**Run 1: met1 routing**

Scale bar: 50 um.
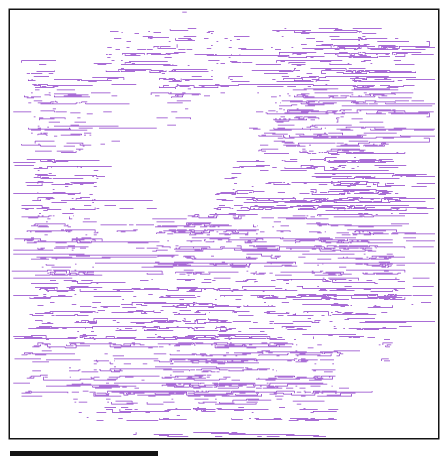
**Run 1: signal wires on met2**

Scale bar: 50 um.
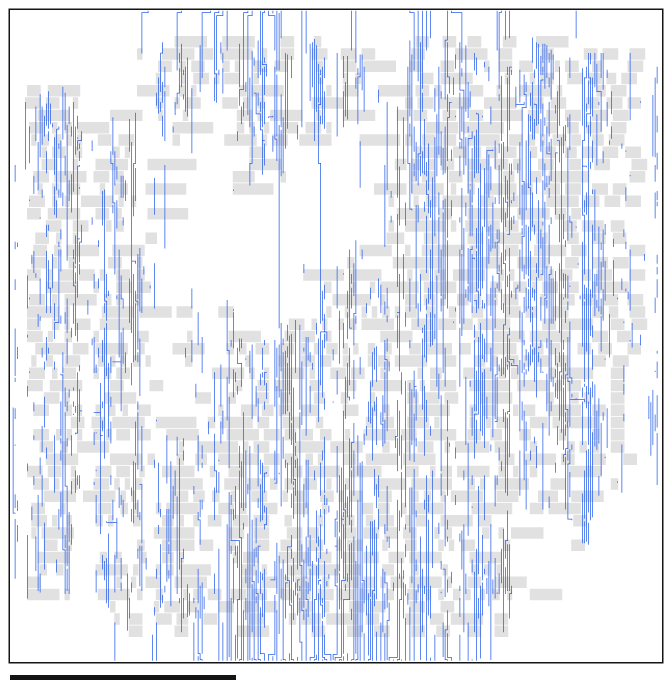
**Run 1: signal wires on met3**

Scale bar: 50 um.
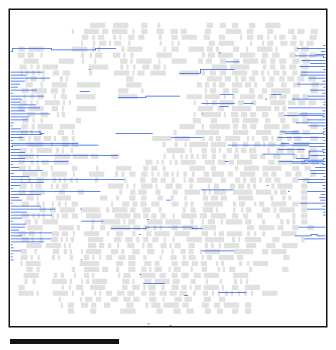
--- src/rtl/load_store_unit.sv ---
// Load/store unit: accepts one memory op at a time, issues an aligned word access with
// byte enables, and returns sign/zero-extended load data or an alignment/illegal error.
module load_store_unit #(
  parameter int DATA_WIDTH = 32,
  parameter int ADDR_WIDTH = 32
) (
  input  logic                  clk,
  input  logic                  rst_n,
  input  logic                  req_valid,
  output logic                  req_ready,
  input  logic                  req_we,
  input  logic [2:0]            req_funct3,
  input  logic [ADDR_WIDTH-1:0] req_addr,
  input  logic [DATA_WIDTH-1:0] req_wdata,
  input  logic [4:0]            req_rd,
  output logic                  mem_req,
  output logic                  mem_we,
  output logic [ADDR_WIDTH-1:0] mem_addr,
  output logic [3:0]            mem_be,
  output logic [DATA_WIDTH-1:0] mem_wdata,
  input  logic [DATA_WIDTH-1:0] mem_rdata,
  input  logic                  mem_ack,
  output logic                  rsp_valid,
  output logic [DATA_WIDTH-1:0] rsp_rdata,
  output logic [4:0]            rsp_rd,
  output logic                  rsp_err
);

  typedef enum logic [1:0] {IDLE, ACCESS, RESP} state_t;

  state_t          state;
  logic [2:0]      f3_q;
  logic [1:0]      off_q;
  logic            we_q;
  logic            err_q;
  logic [4:0]      rd_q;

  logic [1:0]            off;
  logic                  bad;
  logic [3:0]            be_n;
  logic [DATA_WIDTH-1:0] wd_n;
  logic [DATA_WIDTH-1:0] lane;
  logic [DATA_WIDTH-1:0] ld_ext;

  assign req_ready = (state == IDLE);
  assign off       = req_addr[1:0];

  // Byte/half store data is replicated into every lane, which equals the
  // lane-shifted value in whichever lanes the byte enables select.
  always_comb begin
    bad  = 1'b0;
    be_n = 4'b0000;
    wd_n = req_wdata;
    case (req_funct3)
      3'b000, 3'b100: begin
        be_n = 4'b0001 << off;
        wd_n = {(DATA_WIDTH/8){req_wdata[7:0]}};
        bad  = req_we & req_funct3[2];
      end
      3'b001, 3'b101: begin
        be_n = 4'b0011 << off;
        wd_n = {(DATA_WIDTH/16){req_wdata[15:0]}};
        bad  = off[0] | (req_we & req_funct3[2]);
      end
      3'b010: begin
        be_n = 4'b1111;
        bad  = |off;
      end
      default: bad = 1'b1;
    endcase
  end

  assign lane = mem_rdata >> {off_q, 3'b000};

  always_comb begin
    ld_ext = lane;
    case (f3_q)
      3'b000:  ld_ext = {{(DATA_WIDTH-8){lane[7]}}, lane[7:0]};
      3'b100:  ld_ext = {{(DATA_WIDTH-8){1'b0}}, lane[7:0]};
      3'b001:  ld_ext = {{(DATA_WIDTH-16){lane[15]}}, lane[15:0]};
      3'b101:  ld_ext = {{(DATA_WIDTH-16){1'b0}}, lane[15:0]};
      default: ld_ext = lane;
    endcase
  end

  // Errored requests pass one cycle through ACCESS with mem_req held low so that
  // every response, good or bad, arrives no earlier than two cycles after accept.
  always_ff @(posedge clk) begin
    if (!rst_n) begin
      state     <= IDLE;
      f3_q      <= '0;
      off_q     <= '0;
      we_q      <= 1'b0;
      err_q     <= 1'b0;
      rd_q      <= '0;
      mem_req   <= 1'b0;
      mem_we    <= 1'b0;
      mem_addr  <= '0;
      mem_be    <= '0;
      mem_wdata <= '0;
      rsp_valid <= 1'b0;
      rsp_rdata <= '0;
      rsp_rd    <= '0;
      rsp_err   <= 1'b0;
    end else begin
      case (state)
        IDLE: if (req_valid) begin
          state     <= ACCESS;
          f3_q      <= req_funct3;
          off_q     <= off;
          we_q      <= req_we;
          err_q     <= bad;
          rd_q      <= req_rd;
          mem_req   <= ~bad;
          mem_we    <= req_we & ~bad;
          mem_addr  <= {req_addr[ADDR_WIDTH-1:2], 2'b00};
          mem_be    <= bad ? 4'b0000 : be_n;
          mem_wdata <= wd_n;
        end
        ACCESS: if (err_q || mem_ack) begin
          state     <= RESP;
          mem_req   <= 1'b0;
          mem_we    <= 1'b0;
          mem_be    <= 4'b0000;
          rsp_valid <= 1'b1;
          rsp_rd    <= rd_q;
          rsp_err   <= err_q;
          rsp_rdata <= (err_q || we_q) ? '0 : ld_ext;
        end
        RESP: begin
          state     <= IDLE;
          rsp_valid <= 1'b0;
        end
        default: state <= IDLE;
      endcase
    end
  end

endmodule

--- config.mk ---
export PLATFORM = sky130hd
export DESIGN_NAME = load_store_unit
export DESIGN_NICKNAME = d
export VERILOG_FILES = /design/src/rtl/load_store_unit.sv
export SDC_FILE = /design/constraint.sdc
export NUM_CORES = 1
export LEC_CHECK = 0
export CELL_PAD_IN_SITES_DETAIL_PLACEMENT = 1
export CELL_PAD_IN_SITES_GLOBAL_PLACEMENT = 1
export CORE_MARGIN = 3
export CORE_UTILIZATION = 27
export DETAILED_ROUTE_END_ITERATION = 16
export PLACE_DENSITY_LB_ADDON = 0.3
export RECOVER_POWER = 50
export SETUP_SLACK_MARGIN = 0.2
export SYNTH_ARGS = -nofsm -noshare
export SYNTH_HDL_FRONTEND = slang
export SYNTH_SLANG_ARGS = --single-unit
--- constraint.sdc ---
create_clock -name clk -period 1.65 [get_ports clk]
set_input_delay 0.33 -clock clk [delete_from_list [all_inputs] [get_ports clk]]
set_output_delay 0.33 -clock clk [all_outputs]
set_load 0.01 [all_outputs]
==> GITHUB_STEP_SUMMARY, run 1 <==
## Synthesis and layout report

| Metric | Value |
|---|---|
| Status | `finished, violations left` |
| Failing checks | `setup timing` |
| Worst Hold Class | `primary input to flop` |
| Final RePlAce weighted congestion | `0.837` |
| CP Buf/Inv Count | `1` |
| Hold_buf cts | `0` |
| Post-synthesis cell type count | `39` |
| 1st-pass router iterations | `4` |
| Most frequent cells in the layout | `nand2_1 (141), dfxtp_1 (117), clkdlybuf4s50_1 (105)` |
| Tool warnings | `29` |
| Logic area | `2660 um^2` |
| Slew margin rel. | `50.7%` |
| Number of diodes | `2` |
| Metal2 WL | `10300 um` |
| Gr usage total | `19.6%` |
| Proportion of layout cells with a drive suffix above 1 | `15.5%` |
| Full die area | `20800 um^2` |
| Ys cells | `627` |
| Switching power total | `2.26 mW` |
| Ao+oa area frac | `21.2%` |
| Final setup viols | `11` |
| Post-DP HPWL | `15400 um` |
| Synthesized area | `5170 um^2` |
| Cell with the most instances after synthesis | `nand2_1` |
| Slew Viols, Final | `0` |
| Top cells, area | `dfxtp_1 (47%), nand2_1 (10%), a21oi_1 (7.8%)` |
| Final WS setup | `-0.0412 ns` |
| Clk. pwr | `3.66 mW` |
| Lkg Pwr | `3.73 nW` |
## Picture notes: 'met1 routing'
- main direction: horizontal
- wire length on this layer: 9390 um
- share of all routed wire: 44%
- longest straight run: 66.7 um

## Picture notes: 'signal wires on met2'
- longest straight run: 59.5 um
- main direction: vertical

## Picture notes: 'signal wires on met3'
- main direction: horizontal
- share of all routed wire: 7.0%

==> inputs of run 2 (changes only) <==
- SLEW_MARGIN: not set -> 20
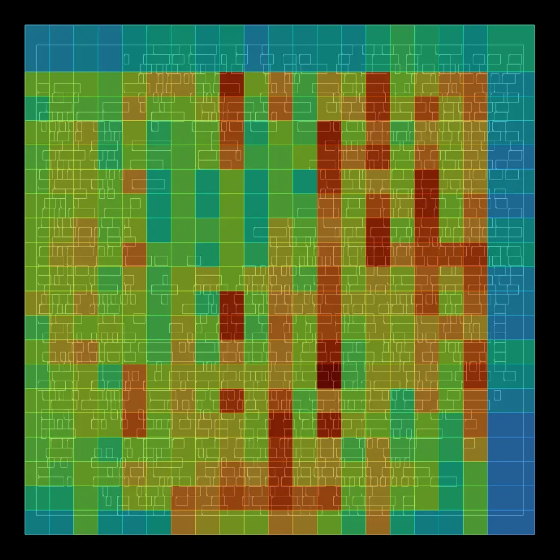
**Above:** run 2 (routing congestion map).
met1 usage: 24.2%
DR WL/cell: 19.2 um
global route hottest layer: met2

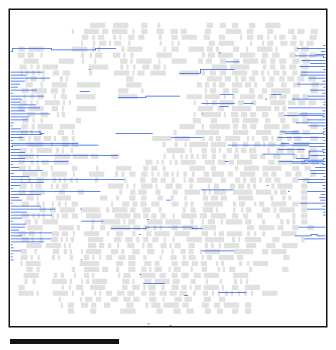
**Above:** run 2 (signal wires on met3).
Scale bar: 50 um.
- share of all routed wire: 7.0%
- nets with wire on the layer: 142
- main direction: horizontal
- longest straight run: 51.8 um
- wire length on this layer: 1500 um

==> run 2 against run 1 <==
Effect of this change: the flow still finishes with violations (setup timing); critical endpoint unchanged; largest cell class unchanged; clock skew unchanged; final cell count unchanged; first-iteration DRC count did not move; critical path depth unchanged.
==> GITHUB_STEP_SUMMARY, run 2 <==
## Synthesis and layout report

| Metric | Value |
|---|---|
| Status | `finished, violations left` |
| Failing checks | `setup timing` |
| 1st-pass router iterations | `4` |
| CP max-delay cell | `mux4_2` |
| Synthesized area | `5170 um^2` |
| Ys cells | `627` |
| Clkbuf count | `23` |
| Logic area | `2660 um^2` |
| Number of diodes | `2` |
| Proportion of layout cells with a drive suffix above 1 | `15.5%` |
| Most frequent cells in the layout | `nand2_1 (141), dfxtp_1 (117), clkdlybuf4s50_1 (105)` |
| Slew margin rel. | `50.7%` |
| FFs w/ async S/R, synth | `0%` |
| Post-synthesis cell type count | `39` |
| Crit. path cell count | `4` |
| TritonCTS Buffers | `17` |
| Final setup viols | `11` |
| Cells after synthesis | `627` |
| Final WS setup | `-0.0412 ns` |
| Full die area | `20800 um^2` |
| Placement Rows | `49` |
| Ao+oa area frac | `21.2%` |
| Metal2 WL | `10300 um` |
| Slew Viols, Final | `0` |
| Gr usage total | `19.6%` |
| Post-place setup slack | `-0.442 ns` |
| Clk. pwr | `3.66 mW` |
| Worst Setup SP | `off_q[1]` |
| P&R area growth vs syn | `66.5%` |
| Crit path kind | `flop to flop` |
| Clk cell area share | `6.66%` |
| Post-DP HPWL | `15400 um` |
| Fillers | `2175` |
| Cell with the most instances after synthesis | `nand2_1` |
| Fp util | `28.1%` |
| Startpoint Class | `flop` |
| Hold_buf cts | `0` |
| Final RePlAce weighted congestion | `0.837` |
| Switching power total | `2.26 mW` |
| Post-DP Area | `7980 um^2` |
| Io pins | `219` |
| Tool warnings | `29` |
| Main synth FF type | `dfxtp_1` |
| Top cells, area | `dfxtp_1 (47%), nand2_1 (10%), a21oi_1 (7.8%)` |
| CP Buf/Inv Count | `1` |
| Placed cell count | `1082` |
| Worst Hold Class | `primary input to flop` |
| Reg2Reg Setup Slack | `-0.04 ns` |
==> inputs of run 3 (changes only) <==
- CTS_BUF_LIST: not set -> sky130_fd_sc_hd__clkbuf_16
==> run 3 against run 2 <==
Effect of this change: the flow still finishes with violations (setup timing); final cell count up 1.2%; register-to-register slack about the same; clock power fell by 4%; global-route usage shrank 0.076 points; count of clock-buffer cells in the layout shrank 6; sequential share of layout area fell by 0.85 points; first-iteration DRC count shrank 1.6%; fmax increased by 0.28%; combinational power increased by 8%; sequential power is essentially flat; largest cell class is now non-clock buffers; largest power group unchanged.
==> GITHUB_STEP_SUMMARY, run 3 <==
## Synthesis and layout report

| Metric | Value |
|---|---|
| Crit. path cell count | `4` |
| Main synth FF type | `dfxtp_1` |
| Proportion of layout cells with a drive suffix above 1 | `17.1%` |
| Fp util | `28.1%` |
| Final setup viols | `11` |
| Status | `finished, violations left` |
| Final WS setup | `-0.0366 ns` |
| Clk cell area share | `6.12%` |
| 1st-pass router iterations | `5` |
| Post-DP Area | `7980 um^2` |
| Ys cells | `627` |
| CP max-delay cell | `mux4_2` |
| Final RePlAce weighted congestion | `0.837` |
| Ao+oa area frac | `21.2%` |
| Reg2Reg Setup Slack | `-0.04 ns` |
| Io pins | `219` |
| Crit path kind | `flop to flop` |
| Worst Hold Class | `primary input to flop` |
| CP Buf/Inv Count | `1` |
| Failing checks | `setup timing` |
| Cells after synthesis | `627` |
| Top cells, area | `dfxtp_1 (47%), nand2_1 (10%), a21oi_1 (7.8%)` |
| Placed cell count | `1082` |
| Placement Rows | `49` |
| Tool warnings | `29` |
| Full die area | `20800 um^2` |
| Worst Setup SP | `off_q[1]` |
| Global route hottest layer | `met2` |
| Post-synthesis cell type count | `39` |
| FFs w/ async S/R, synth | `0%` |
| Switching power total | `2.29 mW` |
| Metal2 WL | `10900 um` |
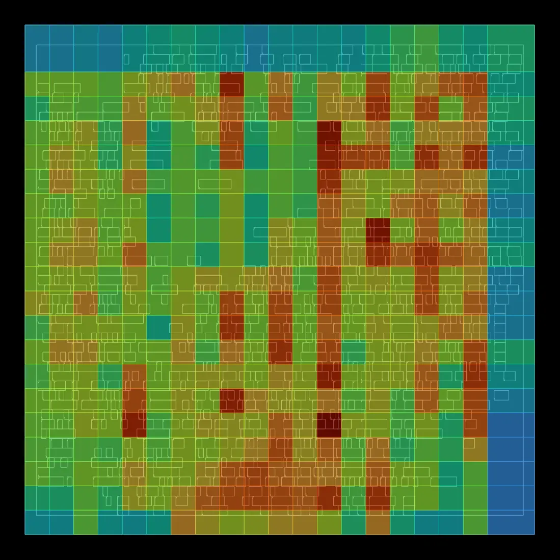
**Above:** run 3 (routing congestion map).
DR WL/cell: 19.6 um
gr usage total: 19.5%

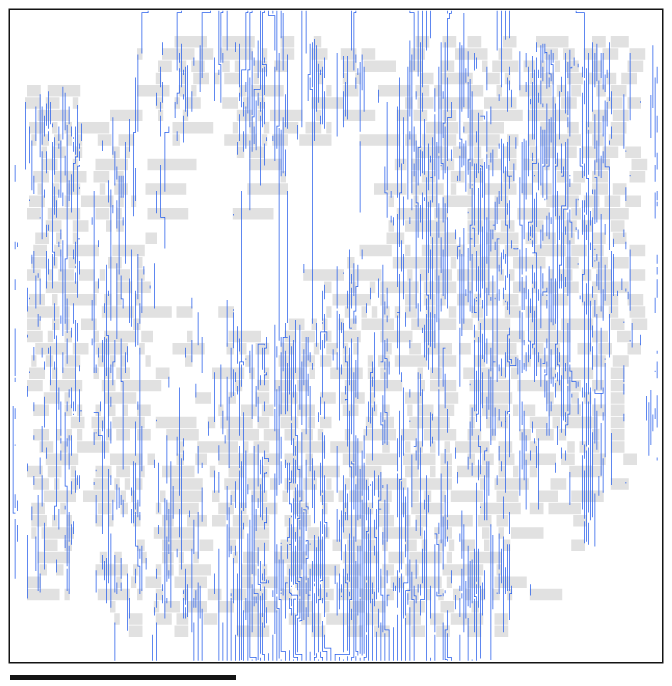
**Above:** run 3 (signal wires on met2).
Scale bar: 50 um.
- share of all routed wire: 49%
- wire length on this layer: 10900 um
- main direction: vertical

No activity file was given, so power comes from the tool's default toggle rates.
